File: src/rtl/keypoint_finder_if.sv
// Memory-side bus of the keypoint finder.
// Carries the six Gaussian-level read ports (two octaves x three levels) and the
// keypoint BRAM write port.
//   master : used by keypoint_finder (drives addresses and keypoint writes, takes read data)
//   slave  : used by the memory side (drives read data, takes addresses and writes)
interface keypoint_finder_if #(
    parameter int DIMENSION = 64,
    parameter int BIT_DEPTH = 8
);
    localparam int L  = $clog2(DIMENSION);
    localparam int A1 = $clog2(DIMENSION * DIMENSION);
    localparam int A2 = $clog2((DIMENSION / 2) * (DIMENSION / 2));

    logic signed [BIT_DEPTH-1:0] O1L1_data, O1L2_data, O1L3_data;
    logic signed [BIT_DEPTH-1:0] O2L1_data, O2L2_data, O2L3_data;
    logic [A1-1:0]               O1L1_read_addr, O1L2_read_addr, O1L3_read_addr;
    logic [A2-1:0]               O2L1_read_addr, O2L2_read_addr, O2L3_read_addr;
    logic [A1-1:0]               key_write_addr;
    logic                        key_wea;
    logic [2*L:0]                keypoint_out;

    modport master (
        input  O1L1_data, O1L2_data, O1L3_data, O2L1_data, O2L2_data, O2L3_data,
        output O1L1_read_addr, O1L2_read_addr, O1L3_read_addr,
        output O2L1_read_addr, O2L2_read_addr, O2L3_read_addr,
        output key_write_addr, key_wea, keypoint_out
    );

    modport slave (
        output O1L1_data, O1L2_data, O1L3_data, O2L1_data, O2L2_data, O2L3_data,
        input  O1L1_read_addr, O1L2_read_addr, O1L3_read_addr,
        input  O2L1_read_addr, O2L2_read_addr, O2L3_read_addr,
        input  key_write_addr, key_wea, keypoint_out
    );
endinterface

File: src/rtl/keypoint_finder.sv
// Scale-space extremum detector. Scans the interior of both octaves, forms the
// DoG samples L1-L2 and L2-L3 from 2-cycle-latency BRAM reads, and writes every
// strict 3x3x2 extremum of the L1-L2 layer as {x, y, octave} into the keypoint BRAM.
//   clk, rst_in (sync, active-low), start (one-cycle pulse, honoured in idle/done)
//   bus              : level read ports and keypoint write port (master side)
//   O1_DOG_L2L3_done : one-cycle pulse after the octave-1 scan
//   keypoints_done   : high once both octaves have been scanned
module keypoint_finder #(
    parameter int DIMENSION = 64,
    parameter int BIT_DEPTH = 8
) (
    input  logic              clk,
    input  logic              rst_in,
    input  logic              start,
    keypoint_finder_if.master bus,
    output logic              O1_DOG_L2L3_done,
    output logic              keypoints_done
);
    localparam int L  = $clog2(DIMENSION);
    localparam int A1 = $clog2(DIMENSION * DIMENSION);
    localparam int DW = BIT_DEPTH + 1;
    localparam logic [L-1:0] LastO1 = L'(DIMENSION - 2);
    localparam logic [L-1:0] LastO2 = L'(DIMENSION / 2 - 2);

    typedef enum logic [1:0] {StIdle, StO1Scan, StO2Scan, StDone} state_e;

    state_e          state_q, state_d;
    logic [3:0]      phase_q, phase_d;
    logic [L-1:0]    row_q, row_d, col_q, col_d;
    logic [A1-1:0]   count_q, count_d;
    logic            o1_done_q, o1_done_d;

    logic signed [DW-1:0] d1_q [9];
    logic signed [DW-1:0] d2_q [9];
    logic signed [DW-1:0] d1_new, d2_new;
    logic [BIT_DEPTH-1:0] l1, l2, l3;

    logic            scanning, oct2, capture, is_max, is_min, hit;
    logic [L-1:0]    last, row_n, col_n;
    logic [1:0]      dy, dx;

    assign scanning = (state_q == StO1Scan) || (state_q == StO2Scan);
    assign oct2     = (state_q == StO2Scan);
    assign last     = oct2 ? LastO2 : LastO1;

    // Data for the address issued at phase p arrives at phase p+2.
    assign capture  = scanning && (phase_q >= 4'd2) && (phase_q <= 4'd10);

    assign l1 = oct2 ? bus.O2L1_data : bus.O1L1_data;
    assign l2 = oct2 ? bus.O2L2_data : bus.O1L2_data;
    assign l3 = oct2 ? bus.O2L3_data : bus.O1L3_data;

    // One extra sign bit keeps the differences exact.
    assign d1_new = {l1[BIT_DEPTH-1], l1} - {l2[BIT_DEPTH-1], l2};
    assign d2_new = {l2[BIT_DEPTH-1], l2} - {l3[BIT_DEPTH-1], l3};

    // Neighbourhood offset for the address issued this phase (raster order).
    always_comb begin
        dy = 2'd0;
        dx = 2'd0;
        case (phase_q)
            4'd1: dx = 2'd1;
            4'd2: dx = 2'd2;
            4'd3: dy = 2'd1;
            4'd4: begin dy = 2'd1; dx = 2'd1; end
            4'd5: begin dy = 2'd1; dx = 2'd2; end
            4'd6: dy = 2'd2;
            4'd7: begin dy = 2'd2; dx = 2'd1; end
            4'd8: begin dy = 2'd2; dx = 2'd2; end
            default: ;
        endcase
    end

    assign row_n = row_q + L'(dy) - L'(1);
    assign col_n = col_q + L'(dx) - L'(1);

    always_comb begin
        bus.O1L1_read_addr = '0;
        bus.O1L2_read_addr = '0;
        bus.O1L3_read_addr = '0;
        bus.O2L1_read_addr = '0;
        bus.O2L2_read_addr = '0;
        bus.O2L3_read_addr = '0;
        if (phase_q <= 4'd8) begin
            if (state_q == StO1Scan) begin
                bus.O1L1_read_addr = {row_n, col_n};
                bus.O1L2_read_addr = {row_n, col_n};
                bus.O1L3_read_addr = {row_n, col_n};
            end else if (state_q == StO2Scan) begin
                bus.O2L1_read_addr = {row_n[L-2:0], col_n[L-2:0]};
                bus.O2L2_read_addr = {row_n[L-2:0], col_n[L-2:0]};
                bus.O2L3_read_addr = {row_n[L-2:0], col_n[L-2:0]};
            end
        end
    end

    // Shift register: after nine captures index 4 holds the centre sample.
    always_ff @(posedge clk) begin
        if (capture) begin
            for (int i = 0; i < 8; i++) begin
                d1_q[i] <= d1_q[i+1];
                d2_q[i] <= d2_q[i+1];
            end
            d1_q[8] <= d1_new;
            d2_q[8] <= d2_new;
        end
    end

    // Strict extremum against 8 neighbouring d1 and all 9 d2; any tie disqualifies.
    always_comb begin
        is_max = 1'b1;
        is_min = 1'b1;
        for (int i = 0; i < 9; i++) begin
            if (i != 4) begin
                if (d1_q[i] >= d1_q[4]) is_max = 1'b0;
                if (d1_q[i] <= d1_q[4]) is_min = 1'b0;
            end
            if (d2_q[i] >= d1_q[4]) is_max = 1'b0;
            if (d2_q[i] <= d1_q[4]) is_min = 1'b0;
        end
    end

    assign hit = scanning && (phase_q == 4'd11) && (is_max || is_min);

    always_comb begin
        state_d   = state_q;
        phase_d   = phase_q;
        row_d     = row_q;
        col_d     = col_q;
        count_d   = count_q;
        o1_done_d = 1'b0;
        case (state_q)
            StIdle, StDone: begin
                if (start) begin
                    state_d = StO1Scan;
                    phase_d = 4'd0;
                    row_d   = L'(1);
                    col_d   = L'(1);
                    count_d = '0;
                end
            end
            StO1Scan, StO2Scan: begin
                if (hit) count_d = count_q + 1'b1;
                if (phase_q == 4'd11) begin
                    phase_d = 4'd0;
                    if (col_q == last) begin
                        col_d = L'(1);
                        if (row_q == last) begin
                            row_d = L'(1);
                            if (oct2) begin
                                state_d = StDone;
                            end else begin
                                state_d   = StO2Scan;
                                o1_done_d = 1'b1;
                            end
                        end else begin
                            row_d = row_q + 1'b1;
                        end
                    end else begin
                        col_d = col_q + 1'b1;
                    end
                end else begin
                    phase_d = phase_q + 1'b1;
                end
            end
            default: state_d = StIdle;
        endcase
    end

    always_ff @(posedge clk) begin
        if (!rst_in) begin
            state_q   <= StIdle;
            phase_q   <= 4'd0;
            row_q     <= L'(1);
            col_q     <= L'(1);
            count_q   <= '0;
            o1_done_q <= 1'b0;
        end else begin
            state_q   <= state_d;
            phase_q   <= phase_d;
            row_q     <= row_d;
            col_q     <= col_d;
            count_q   <= count_d;
            o1_done_q <= o1_done_d;
        end
    end

    assign bus.key_wea        = hit;
    assign bus.key_write_addr = count_q;
    assign bus.keypoint_out   = hit ? {col_q, row_q, oct2} : '0;
    assign O1_DOG_L2L3_done   = o1_done_q;
    assign keypoints_done     = (state_q == StDone);
endmodule

File: src/flat_wrapper.sv
// flat-port wrapper written by rule: the top's interface ports become plain ports
module keypoint_finder_flat 
#(
    parameter int DIMENSION = 64,
    parameter int BIT_DEPTH = 8
)
  (clk, rst_in, start, O1_DOG_L2L3_done, keypoints_done, bus_O1L1_data, bus_O1L2_data, bus_O1L3_data, bus_O2L1_data, bus_O2L2_data, bus_O2L3_data, bus_O1L1_read_addr, bus_O1L2_read_addr, bus_O1L3_read_addr, bus_O2L1_read_addr, bus_O2L2_read_addr, bus_O2L3_read_addr, bus_key_write_addr, bus_key_wea, bus_keypoint_out);
  keypoint_finder_if #(.DIMENSION(DIMENSION), .BIT_DEPTH(BIT_DEPTH)) bus_i ();
  input  logic clk;
  input  logic rst_in;
  input  logic start;
  output logic O1_DOG_L2L3_done;
  output logic keypoints_done;
  input wire logic [$bits(bus_i.O1L1_data)-1:0] bus_O1L1_data;
  input wire logic [$bits(bus_i.O1L2_data)-1:0] bus_O1L2_data;
  input wire logic [$bits(bus_i.O1L3_data)-1:0] bus_O1L3_data;
  input wire logic [$bits(bus_i.O2L1_data)-1:0] bus_O2L1_data;
  input wire logic [$bits(bus_i.O2L2_data)-1:0] bus_O2L2_data;
  input wire logic [$bits(bus_i.O2L3_data)-1:0] bus_O2L3_data;
  output wire logic [$bits(bus_i.O1L1_read_addr)-1:0] bus_O1L1_read_addr;
  output wire logic [$bits(bus_i.O1L2_read_addr)-1:0] bus_O1L2_read_addr;
  output wire logic [$bits(bus_i.O1L3_read_addr)-1:0] bus_O1L3_read_addr;
  output wire logic [$bits(bus_i.O2L1_read_addr)-1:0] bus_O2L1_read_addr;
  output wire logic [$bits(bus_i.O2L2_read_addr)-1:0] bus_O2L2_read_addr;
  output wire logic [$bits(bus_i.O2L3_read_addr)-1:0] bus_O2L3_read_addr;
  output wire logic [$bits(bus_i.key_write_addr)-1:0] bus_key_write_addr;
  output wire logic [$bits(bus_i.key_wea)-1:0] bus_key_wea;
  output wire logic [$bits(bus_i.keypoint_out)-1:0] bus_keypoint_out;
  assign bus_i.O1L1_data = bus_O1L1_data;
  assign bus_i.O1L2_data = bus_O1L2_data;
  assign bus_i.O1L3_data = bus_O1L3_data;
  assign bus_i.O2L1_data = bus_O2L1_data;
  assign bus_i.O2L2_data = bus_O2L2_data;
  assign bus_i.O2L3_data = bus_O2L3_data;
  assign bus_O1L1_read_addr = bus_i.O1L1_read_addr;
  assign bus_O1L2_read_addr = bus_i.O1L2_read_addr;
  assign bus_O1L3_read_addr = bus_i.O1L3_read_addr;
  assign bus_O2L1_read_addr = bus_i.O2L1_read_addr;
  assign bus_O2L2_read_addr = bus_i.O2L2_read_addr;
  assign bus_O2L3_read_addr = bus_i.O2L3_read_addr;
  assign bus_key_write_addr = bus_i.key_write_addr;
  assign bus_key_wea = bus_i.key_wea;
  assign bus_keypoint_out = bus_i.keypoint_out;
  keypoint_finder #(.DIMENSION(DIMENSION), .BIT_DEPTH(BIT_DEPTH)) u_core (.clk(clk), .rst_in(rst_in), .start(start), .bus(bus_i), .O1_DOG_L2L3_done(O1_DOG_L2L3_done), .keypoints_done(keypoints_done));
endmodule
File: config.mk
export PLATFORM = sky130hd
export DESIGN_NAME = keypoint_finder_flat
export DESIGN_NICKNAME = d
export VERILOG_FILES = /design/src/rtl/keypoint_finder_if.sv /design/src/rtl/keypoint_finder.sv /design/src/flat_wrapper.sv
export SDC_FILE = /design/constraint.sdc
export NUM_CORES = 1
export LEC_CHECK = 0
export ABC_AREA = 1
export CORE_MARGIN = 3
export CORE_UTILIZATION = 55
export DETAILED_ROUTE_END_ITERATION = 10
export PLACE_DENSITY = 0.77
export SYNTH_ARGS = -nofsm -noshare
export SYNTH_HDL_FRONTEND = slang
export SYNTH_SLANG_ARGS = --single-unit
File: constraint.sdc
create_clock -name clk -period 15.2 [get_ports clk]
set_input_delay 3.04 -clock clk [delete_from_list [all_inputs] [get_ports clk]]
set_output_delay 3.04 -clock clk [all_outputs]
set_load 0.005 [all_outputs]
run_1/final_congestion.png
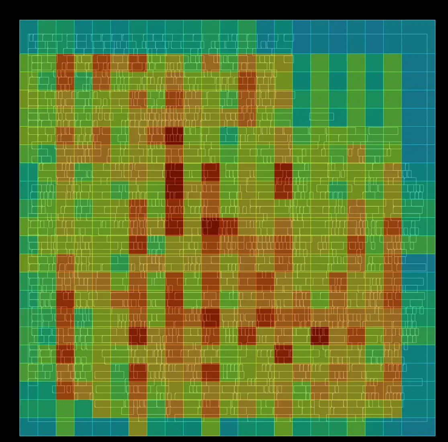
drt wl/cell: 14.9 µm
Tot GR Track Use: 21.1%

run_1/met3.png
(3 px per µm)
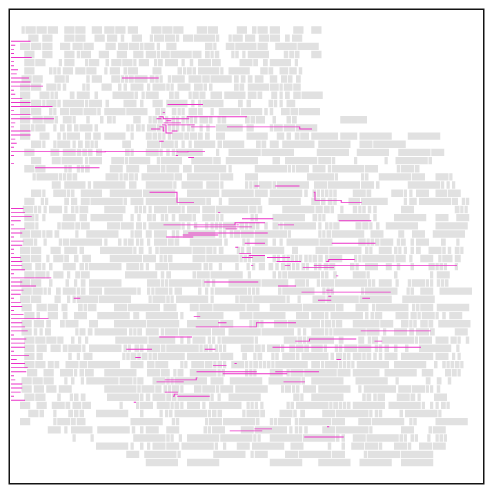
The wires run mostly horizontal. The layer carries 1140 µm of wire.

==> run summary, run 1 <==
yosys + openroad results -> Clock Tree Buf Depth 2, post-cts sizing count 0, Layout area overhead 16.0%, Pwr Density 112 nW/µm², Initial Util between 50% and 60%, most frequent cells after synthesis nand2_1, ha_1, inv_1, Worst VDD drop about 0.07 mV, number of enable flip-flop cells 162, largest net degree at the start of global routing around 160, Reg2Reg Setup Slack 11.84 ns, Placement Setup Slack approximately 8.5 ns, Post-synth ARST share 0%, Post-Syn Instances 1363, initial antenna violation count 0, Vias about 9400, Area leader share about two fifths, CP endpoint kind output pin, chip height ~160 µm, drt pass-1 iters 5, top cell type by instance count after synthesis nand2_1, final clock skew 0.0101 ns, post-route ant nets 0, Row Count around 54, Dominant flop cell edfxtp_1, syn_area_per_cell 9.28 µm², r2r startpoint u_core.d1_q[4][8]$_DFFE_PP_, Tmin final between 7 and 8 ns, Flop area between 5000 and 6000 µm², synthesis area per yosys approximately 13000 µm², worst hold path type register to register, clock sink total just under 200, postcts setup bufs 0, antenna diode count 0, Leak around 6.5 nW, cts bufs inserted 17, Synth warnings 0, routability cong. approximately 0.85, # IOs between 100 and 150, Cell Area, Synth between 10000 and 15000 µm², outcome complete, no violations, mux share 0.554%, ys flops around 190, unrepaired setup endpoints after global routing false, core area 22200 µm², number of global-route vias before repair 9265, fraction of layout cells with a size suffix above 1 about 4.6%, worst setup path class register to output pin, CTS tree done, final setup fails 0, clk latency late pin between 0.4 and 0.5 ns, CP max FO 27, XORs/XNORs by Area 2.42%, Die Span X 158 µm, crit path capture bus_keypoint_out[9], R2R cell count 16, Multi-input gate area slightly above 6000 µm², crit path from u_core.d1_q[4][8]$_DFFE_PP_, ao+oa area frac under 10%, final net count 1725, chip area about 25000 µm², Worst-Margin Slew roughly 1.1 ns, max-slew violations 0, Final Hold Viols 0, fin crit share between 40 and 50%, Post-DP HPWL 19200 µm, max_cap viols 0
run_1/wire_density.png
(2 px per µm) The die is cut into 32 by 32 equal tiles; dark blue is low, red is high, scaled to the fullest tile. Values are wire area over tile area, all layers added.
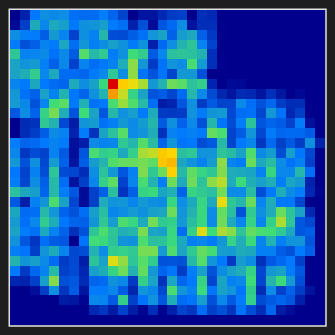
8.1% of the tiles are over half the peak. The fullest tile reaches 0.66. The emptiest ninth of the die: top right. 18% of the tiles are nearly empty. The mean over all tiles is 0.17.

run 1: cells in the final DEF (no fill, tap or decap), types with 26 or more instances in the layout:
master           synthesis  routed
inv_1                  191     191
nand2_1                296     296
nand4_1                 34      34
xor2_1                  26      26
clkdlybuf4s50_1          0     144
ha_1                   198     198
a21oi_1                 78      78
nand3_1                 50      50
edfxtp_1               162     162
nor2_1                 117     117
dfxtp_1                 31      31
run 1: layout make-up:
cell class / instances / area share [%]
Inverter: 193 / 4.94
Clock buffer: 17 / 2.90
Clock inverter: 15 / 1.11
Multi-Input combinational cell: 921 / 41.3
Timing Repair Buffer: 146 / 10.0
Tap cell: 280 / 2.39
Sequential cell: 193 / 37.4
run 1: cell families after synthesis:
logic type / after synthesis
adders and majority gates: 202
muxes: 7
and+or+nand+nor: 557
xor gates and xnor gates: 35
AOI/OAI and AO/OA: 120
buffers and inverters: 249
DFF: 193
run 1: critical path, cell delays in order (launching register included):
cell	delay (ns)
edfxtp_1	0.39
inv_1	0.63
ha_1	0.42
nand2_2	0.12
inv_1	0.05
a21oi_1	0.17
nand3_1	0.09
nand2_1	0.06
nand2_1	0.13
nor2_1	0.12
nand3_1	0.08
nor2_1	0.11
nand3_1	0.10
nand2_2	0.24
nand2_4	0.25
nor2_1	0.19
clkdlybuf4s50_1	0.53
run 1: state kept, by name (all words and copies together) (netlist names):
signal	count
u_core.O1_DOG_L2L3_done	1
u_core.state_q	2
u_core.d2_q	81
u_core.bus.key_write_addr	12
u_core.col_q	6
u_core.row_q	6
u_core.d1_q	81
u_core.phase_q	4
run 1: worst min-delay path by stage:
stage | from | slack (ns) | depth (start not counted) | endpoint
after global placement | u_core.d1_q[4][1]$_DFFE_PP_ | 0.43 | 0 | u_core.d1_q[3][1]$_DFFE_PP_
final | u_core.d1_q[4][4]$_DFFE_PP_ | 0.45 | 0 | u_core.d1_q[3][4]$_DFFE_PP_
after global routing | u_core.d1_q[8][0]$_DFFE_PP_ | 0.45 | 0 | u_core.d1_q[7][0]$_DFFE_PP_
after CTS | u_core.d1_q[4][4]$_DFFE_PP_ | 0.45 | 0 | u_core.d1_q[3][4]$_DFFE_PP_
after floorplan | u_core.d1_q[1][0]$_DFFE_PP_ | 0.43 | 0 | u_core.d1_q[0][0]$_DFFE_PP_
after detailed placement | u_core.d1_q[4][4]$_DFFE_PP_ | 0.43 | 0 | u_core.d1_q[3][4]$_DFFE_PP_
run 1: per-stage QoR:
step	hold slack, ns	area [µm²]	utilization, %	power, mW	cells
after floorplan	0.426	12600	-	1.06	1363
after global placement	0.428	14100	63.4	1.18	1733
after detailed placement	0.432	14100	63.4	1.20	1733
after CTS	0.449	14700	66.0	1.65	1765
after global routing	0.454	14700	66.0	1.74	1765
final	0.450	14700	66.0	1.64	1765
run 1: where the power goes:
group	switching (mW)	internal (mW)	total [mW]
registers	0.0194	0.624	0.644
clock network	0.215	0.234	0.450
logic	0.313	0.232	0.546
run 1: metal layers:
metal	GRT usage (%)	vias up	wire (µm)
li1	-	4749	-
met1	26.3	4396	11300
met2	38.5	235	13500
met3	3.39	27	1140
met4	5.12	0	330
met5	0	-	0
run_1/pins.png
(3 px per µm) Pins as bars across the die edge, other pins in gray.
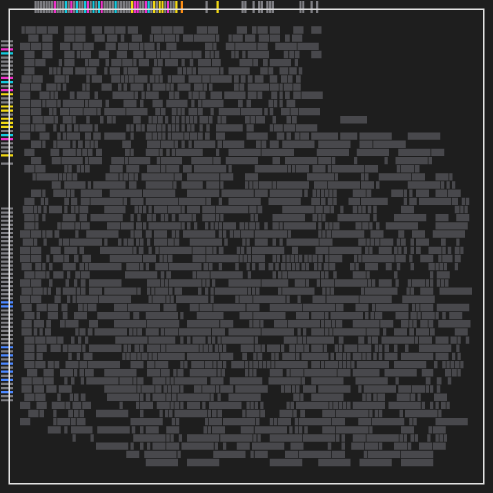

==> inputs of run 2 (changes only) <==
CORE_UTILIZATION = 52   (was 55)
clock period = 5.9 ns   (was 15.2 ns; I/O delays follow)
run_2/pins.png
(3 px per µm) Pins as bars across the die edge, other pins in gray.
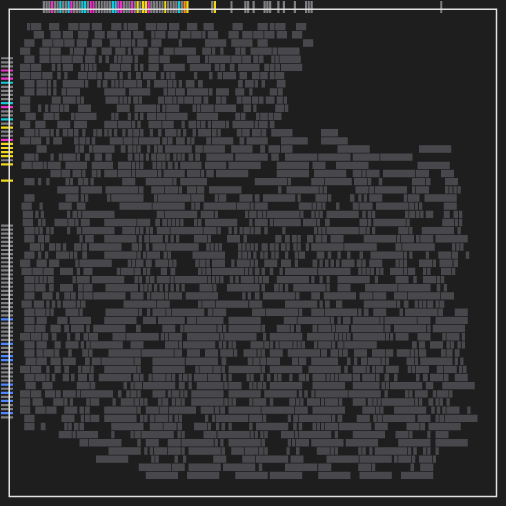
Key: orange = `start` [pins 1, direction input, edge top]; blue = `bus_O1L3_data` [pins 8, direction input, edge left]; yellow = `bus_keypoint_out` [pins 13, direction output, edge 7 left, 6 top]; magenta = `bus_O1L2_read_addr` [pins 12, direction output, edge 8 top, 4 left]; cyan = `bus_O2L1_read_addr` [pins 10, direction output, edge 7 top, 3 left]

==> run 2 against run 1 <==
Non-clock buffer count rose by 4. Cell count up 2.4%. Synthesized cell count is the same. Via count down 0.12%. Clock power grew to 2.6 times the previous value. Global-route usage is 0.79 points lower. First-iteration DRC count up 2.1%. Area after synthesis unchanged. Clock skew about the same. Combinational power went up to 2.6 times the previous value. Highest routed layer unchanged.
==> run summary, run 2 <==
yosys + openroad results -> outcome complete, no violations (unchanged), CP max FO 27 (unchanged), synthesis area per yosys 12600 µm² (unchanged), postcts setup bufs 0 (unchanged), Layout area overhead 16.8% (was 16.0%), Dominant flop cell edfxtp_1 (unchanged), worst hold path type register to register (unchanged), chip area 26200 µm² (was 24800 µm²), R2R cell count 17 (was 16), Row Count 56 (was 54), most frequent cells in the layout nand2_1, ha_1, inv_1, edfxtp_1, clkdlybuf4s50_1 (unchanged), unrepaired setup endpoints after global routing false (unchanged), Post-synth ARST share 0% (unchanged), antenna diode count 0 (unchanged), Area leader share 38.5% (unchanged), number of global-route vias before repair 9708 (was 9265), max_cap viols 0 (unchanged), Die Span X 162 µm (was 158 µm), ys flops 193 (unchanged), initial antenna violation count 0 (unchanged), post-route ant nets 0 (unchanged), Sequential Power Share 39.2% (was 39.3%), switching power 1.38 mW (was 548 µW), CP Cell Sequence inv_1, ha_1, nand2_1, inv_1, nand4_1, o21ai_0, nor2_1, nand2_1, nor2_1, nand2_1, nor2_1, nand3_1, nand2_2, nand2_4, nor2_1, clkdlybuf4s50_1 (was inv_1, ha_1, nand2_2, inv_1, a21oi_1, nand3_1, nand2_1, nand2_1, nor2_1, nand3_1, nor2_1, nand3_1, nand2_2, nand2_4, nor2_1, clkdlybuf4s50_1), final setup fails 0 (unchanged), Cell Area, Synth 12600 µm² (unchanged), GRT Max-Usage Layer met2 (unchanged), hold depth 0 (unchanged), cts bufs inserted 17 (unchanged), fin cells 1808 (was 1765), post-route cell area 14800 µm² (was 14700 µm²), top cell type by instance count after synthesis nand2_1 (unchanged), Initial Util 53.4% (was 56.9%), Reg2Reg Setup Slack 2.33 ns (was 11.84 ns), placed insts 1776 (was 1733), routability cong. 0.824 (was 0.845), # IOs 145 (unchanged), chip height 162 µm (was 158 µm), Post-Syn Instances 1363 (unchanged), Synth warnings 0 (unchanged), internal power 2.85 mW (was 1.09 mW), drt wl/cell 14.5 µm (was 14.9 µm), core area 23700 µm² (was 22200 µm²), CP endpoint kind output pin (unchanged), post-cts sizing count 0 (unchanged), Top cell excl fill/tap nand2_1 (unchanged)
run_2/final_congestion.png
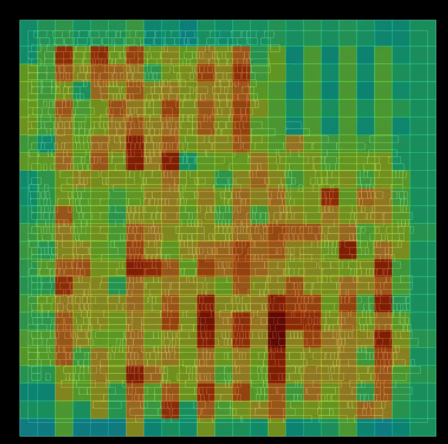
met3 usage: 3.21%
Tot GR Track Use: 20.3%
GRT met1 Usage: 24.8%
Util after Layout: 62.3%
met2 Resource Use GR: 36.9%

[run 2: cell types whose count changed in the layout (fill, tap and decap cells not counted)]
cell        delta
clkinv_1       +1
bufinv_16      +1
inv_6          -4
buf_4          +4
clkinvlp_4     +1
clkinv_4       +1
[run 2: worst max path at each step]
stage,from,to,slack (ns),depth (start not counted)
CTS,u_core.d1_q[4][8]$_DFFE_PP_,bus_keypoint_out[4],0.57,16
finish,u_core.d1_q[4][8]$_DFFE_PP_,bus_keypoint_out[9],0.59,16
floorplan,u_core.state_q[0]$_SDFFE_PN0P_,u_core.d1_q[0][0]$_DFFE_PP_,0.50,3
detailed placement,u_core.d1_q[4][8]$_DFFE_PP_,bus_keypoint_out[1],1.05,16
global route,u_core.d1_q[4][8]$_DFFE_PP_,bus_keypoint_out[9],0.19,16
global placement,u_core.d1_q[4][8]$_DFFE_PP_,bus_keypoint_out[6],1.21,16
[run 2: layout make-up]
cell class / count / area, µm² / area share (%)
clock buffers: 17 / 425 / 2.88
clock inverters: 15 / 178 / 1.20
inverters: 193 / 724 / 4.91
multi-input cells: 921 / 6050 / 41.0
flip-flops and latches: 193 / 5490 / 37.1
well taps: 319 / 399 / 2.70
repair buffers: 150 / 1500 / 10.2
[run 2: kinds of logic after synthesis]
family,synth area share [%]
flops,43.4
xor+xnor,2.42
fa+ha+maj,20.2
compound gates,5.15
buf+inv,8.85
simple gates,19.4
mux,0.554
[run 2: critical path, delay by kind of cell, from the launching register on]
family	cells	cell delay [ns]
AOI/OAI and AO/OA	1	0.12
adders and majority gates	1	0.41
and+or+nand+nor	11	1.54
buffers and inverters	3	1.20
DFF	1	0.38
[run 2: power by group through the flow]
stage | clock, mW | combinational [mW] | sequential [mW]
finish | 1.17 | 1.40 | 1.66
global route | 1.24 | 1.60 | 1.67
CTS | 1.19 | 1.42 | 1.66
detailed placement | 0 | 1.41 | 1.69
global placement | 0 | 1.36 | 1.68
floorplan | 0 | 1.03 | 1.68
[run 2: metal layers]
layer,vias up,routed length [µm]
met1,4365,11000
met4,0,586
met2,239,13300
li1,4753,-
met5,-,0
met3,39,1200
[run 2: through the flow]
step	utilization, %	power (mW)	hold slack [ns]
after floorplan	-	2.71	0.426
after global placement	59.8	3.04	0.427
after detailed placement	59.8	3.09	0.434
after CTS	62.3	4.27	0.451
after global routing	62.3	4.51	0.455
final	62.3	4.23	0.450
run_2/met3.png
(3 px per µm)
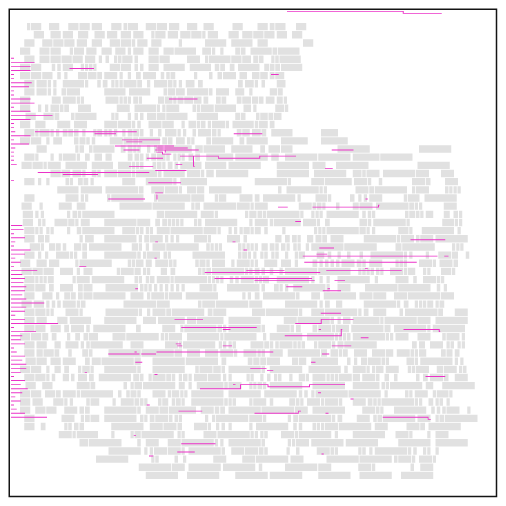

==> inputs of run 3 (changes only) <==
MAX_ROUTING_LAYER = met4   (was default)
run_3/met3.png
(3 px per µm)
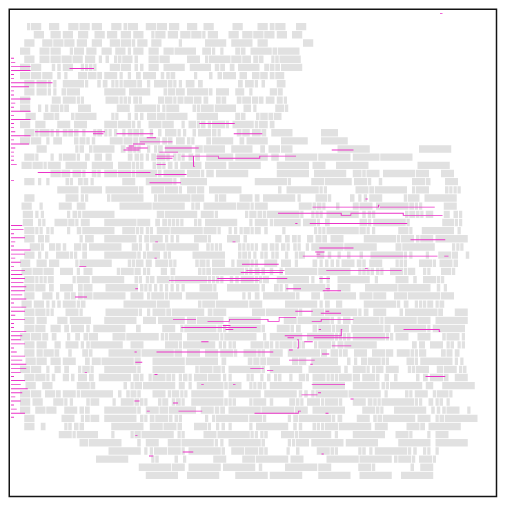
133 nets have wire on it. The layer holds 4.2% of the routed length. The longest straight run is 44.6 µm. The layer carries 1090 µm of wire. The wires run mostly horizontal.

==> run 3 against run 2 <==
Wire length about the same. Largest cell class unchanged. Synthesized cell count did not move. Area after synthesis stayed put. Via count increased by 0.36%. First-iteration DRC count is 2.8% higher. Non-clock buffer count unchanged. Sequential cell count unchanged. Setup slack got worse by 0.012 ns. Utilization unchanged. Power about the same. Worst hold slack gained 0.00093 ns.
==> run summary, run 3 <==
yosys + openroad results -> worst hold path type register to register (unchanged), final net count 1729 (unchanged), most used cell, CP nor2_1 (unchanged), worst setup path class register to output pin (unchanged), syn_area_per_cell 9.28 µm² (unchanged), Area leader share 38.5% (unchanged), post-route ant nets 0 (unchanged), post-route cell area 14800 µm² (unchanged), chip height 162 µm (unchanged), CP max FO 27 (unchanged), outcome complete, no violations (unchanged), ys flops 193 (unchanged), Dominant flop cell edfxtp_1 (unchanged), clock sink total 193 (unchanged), final setup fails 0 (unchanged), fraction of layout cells with a size suffix above 1 4.77% (unchanged), largest net degree at the start of global routing 163 (unchanged), number of enable flip-flop cells 162 (unchanged), Vias 9430 (was 9396), post-cts sizing count 0 (unchanged), Leak 6.49 nW (unchanged), number of global-route vias before repair 9711 (was 9708), post-placement cell area 14200 µm² (unchanged), Tot GR Track Use 20.9% (was 20.3%), core area 23700 µm² (unchanged), Layout area overhead 16.8% (unchanged), Worst VDD drop 0.183 mV (about the same), Top cell excl fill/tap nand2_1 (unchanged), Post-DP HPWL 19600 µm (unchanged), top cell type by instance count after synthesis nand2_1 (unchanged), CP endpoint kind output pin (unchanged), Final Hold Viols 0 (unchanged), Row Count 56 (unchanged), final clock skew 0.0105 ns (was 0.00996 ns), Worst-Margin Slew 0.965 ns (was 0.987 ns), Worst path max stage delay 0.61 ns (about the same), unrepaired setup endpoints after global routing false (unchanged), Multi-input gate area 6050 µm² (unchanged), Die Span X 162 µm (unchanged), CP Cell Sequence inv_1, ha_1, nand2_1, inv_1, nand4_1, o21ai_0, nor2_1, nand2_1, nor2_1, nand2_1, nor2_1, nand3_1, nand2_2, nand2_4, nor2_1, clkdlybuf4s50_1 (unchanged), WP buf/inv 3 (unchanged), Synth warnings 0 (unchanged), max_cap viols 0 (unchanged)
run_3/met2.png
(3 px per µm)
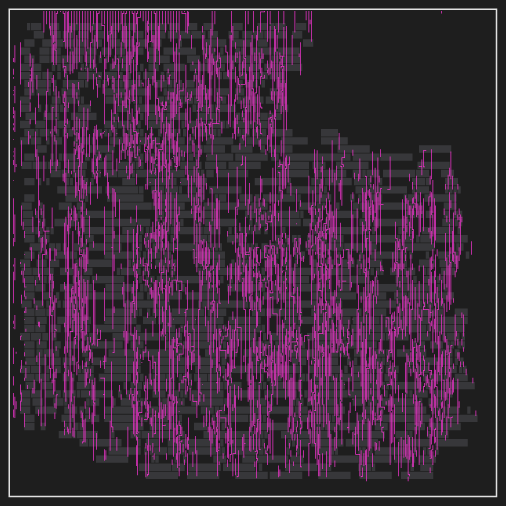
The longest straight run is 52.4 µm. 1449 nets have wire on it. The layer carries 13200 µm of wire. The layer holds 51% of the routed length.

[run 3: cell counts after synthesis]
No cell type changed its count.
[run 3: report_power, final]
| part | switching [mW] | leakage [nW] | internal (mW) |
|---|---|---|---|
| sequential | 0.0505 | 1.71 | 1.61 |
| clock | 0.535 | 0.290 | 0.639 |
| combinational | 0.800 | 4.49 | 0.601 |
| total | 1.39 | 6.49 | 2.85 |
[run 3: metal layers]
| layer | vias to the layer above | global-route usage [%] | wire [µm] |
|---|---|---|---|
| li1 | 4753 | - | - |
| met3 | 45 | 2.93 | 1090 |
| met5 | - | - | 0 |
| met4 | 0 | 6.59 | 604 |
| met2 | 239 | 36.8 | 13200 |
| met1 | 4393 | 25.0 | 11200 |
[run 3: worst paths after layout]
check                                 start                           end  slack, ns  cells past startpoint
max             u_core.d1_q[4][8]$_DFFE_PP_           bus_keypoint_out[9]       0.58                     16
min             u_core.d1_q[4][4]$_DFFE_PP_   u_core.d1_q[3][4]$_DFFE_PP_       0.45                      0
max reg2reg  u_core.state_q[0]$_SDFFE_PN0P_  u_core.d2_q[0][79]$_DFFE_PP_       2.33                     17
min reg2reg     u_core.d1_q[4][4]$_DFFE_PP_   u_core.d1_q[3][4]$_DFFE_PP_       0.45                      0
[run 3: cell families (layout without fill, tap and decap cells)]
group                    Yosys count  count (layout)  synth area share (%)
AND/OR/NAND/NOR                  557             557                  19.4
flip-flops                       193             193                  43.4
adder cells (fa/ha/maj)          202             202                  20.2
buffers and inverters            249             375                  8.85
AND-OR/OR-AND                    120             120                  5.15
multiplexers                       7               7                 0.554
XOR/XNOR                          35              35                  2.42
[run 3: metrics by stage]
| stage | util (%) | hold slack [ns] | setup slack [ns] | cells | power, mW |
|---|---|---|---|---|---|
| after CTS | 62.3 | 0.451 | 0.574 | 1808 | 4.27 |
| after global routing | 62.3 | 0.455 | 0.188 | 1808 | 4.51 |
| final | 62.3 | 0.451 | 0.582 | 1808 | 4.23 |
| after global placement | 59.8 | 0.427 | 1.21 | 1776 | 3.04 |
| after floorplan | - | 0.426 | 0.501 | 1363 | 2.71 |
| after detailed placement | 59.8 | 0.434 | 1.05 | 1776 | 3.09 |
[run 3: layout make-up]
class | count | share of cell area, %
Multi-Input combinational cell | 921 | 41.0
Sequential cell | 193 | 37.1
Timing Repair Buffer | 150 | 10.2
Inverter | 193 | 4.91
Clock buffer | 17 | 2.88
Tap cell | 319 | 2.70
Clock inverter | 15 | 1.20
Power figures rest on the tool's default switching activity, not on a simulated workload.
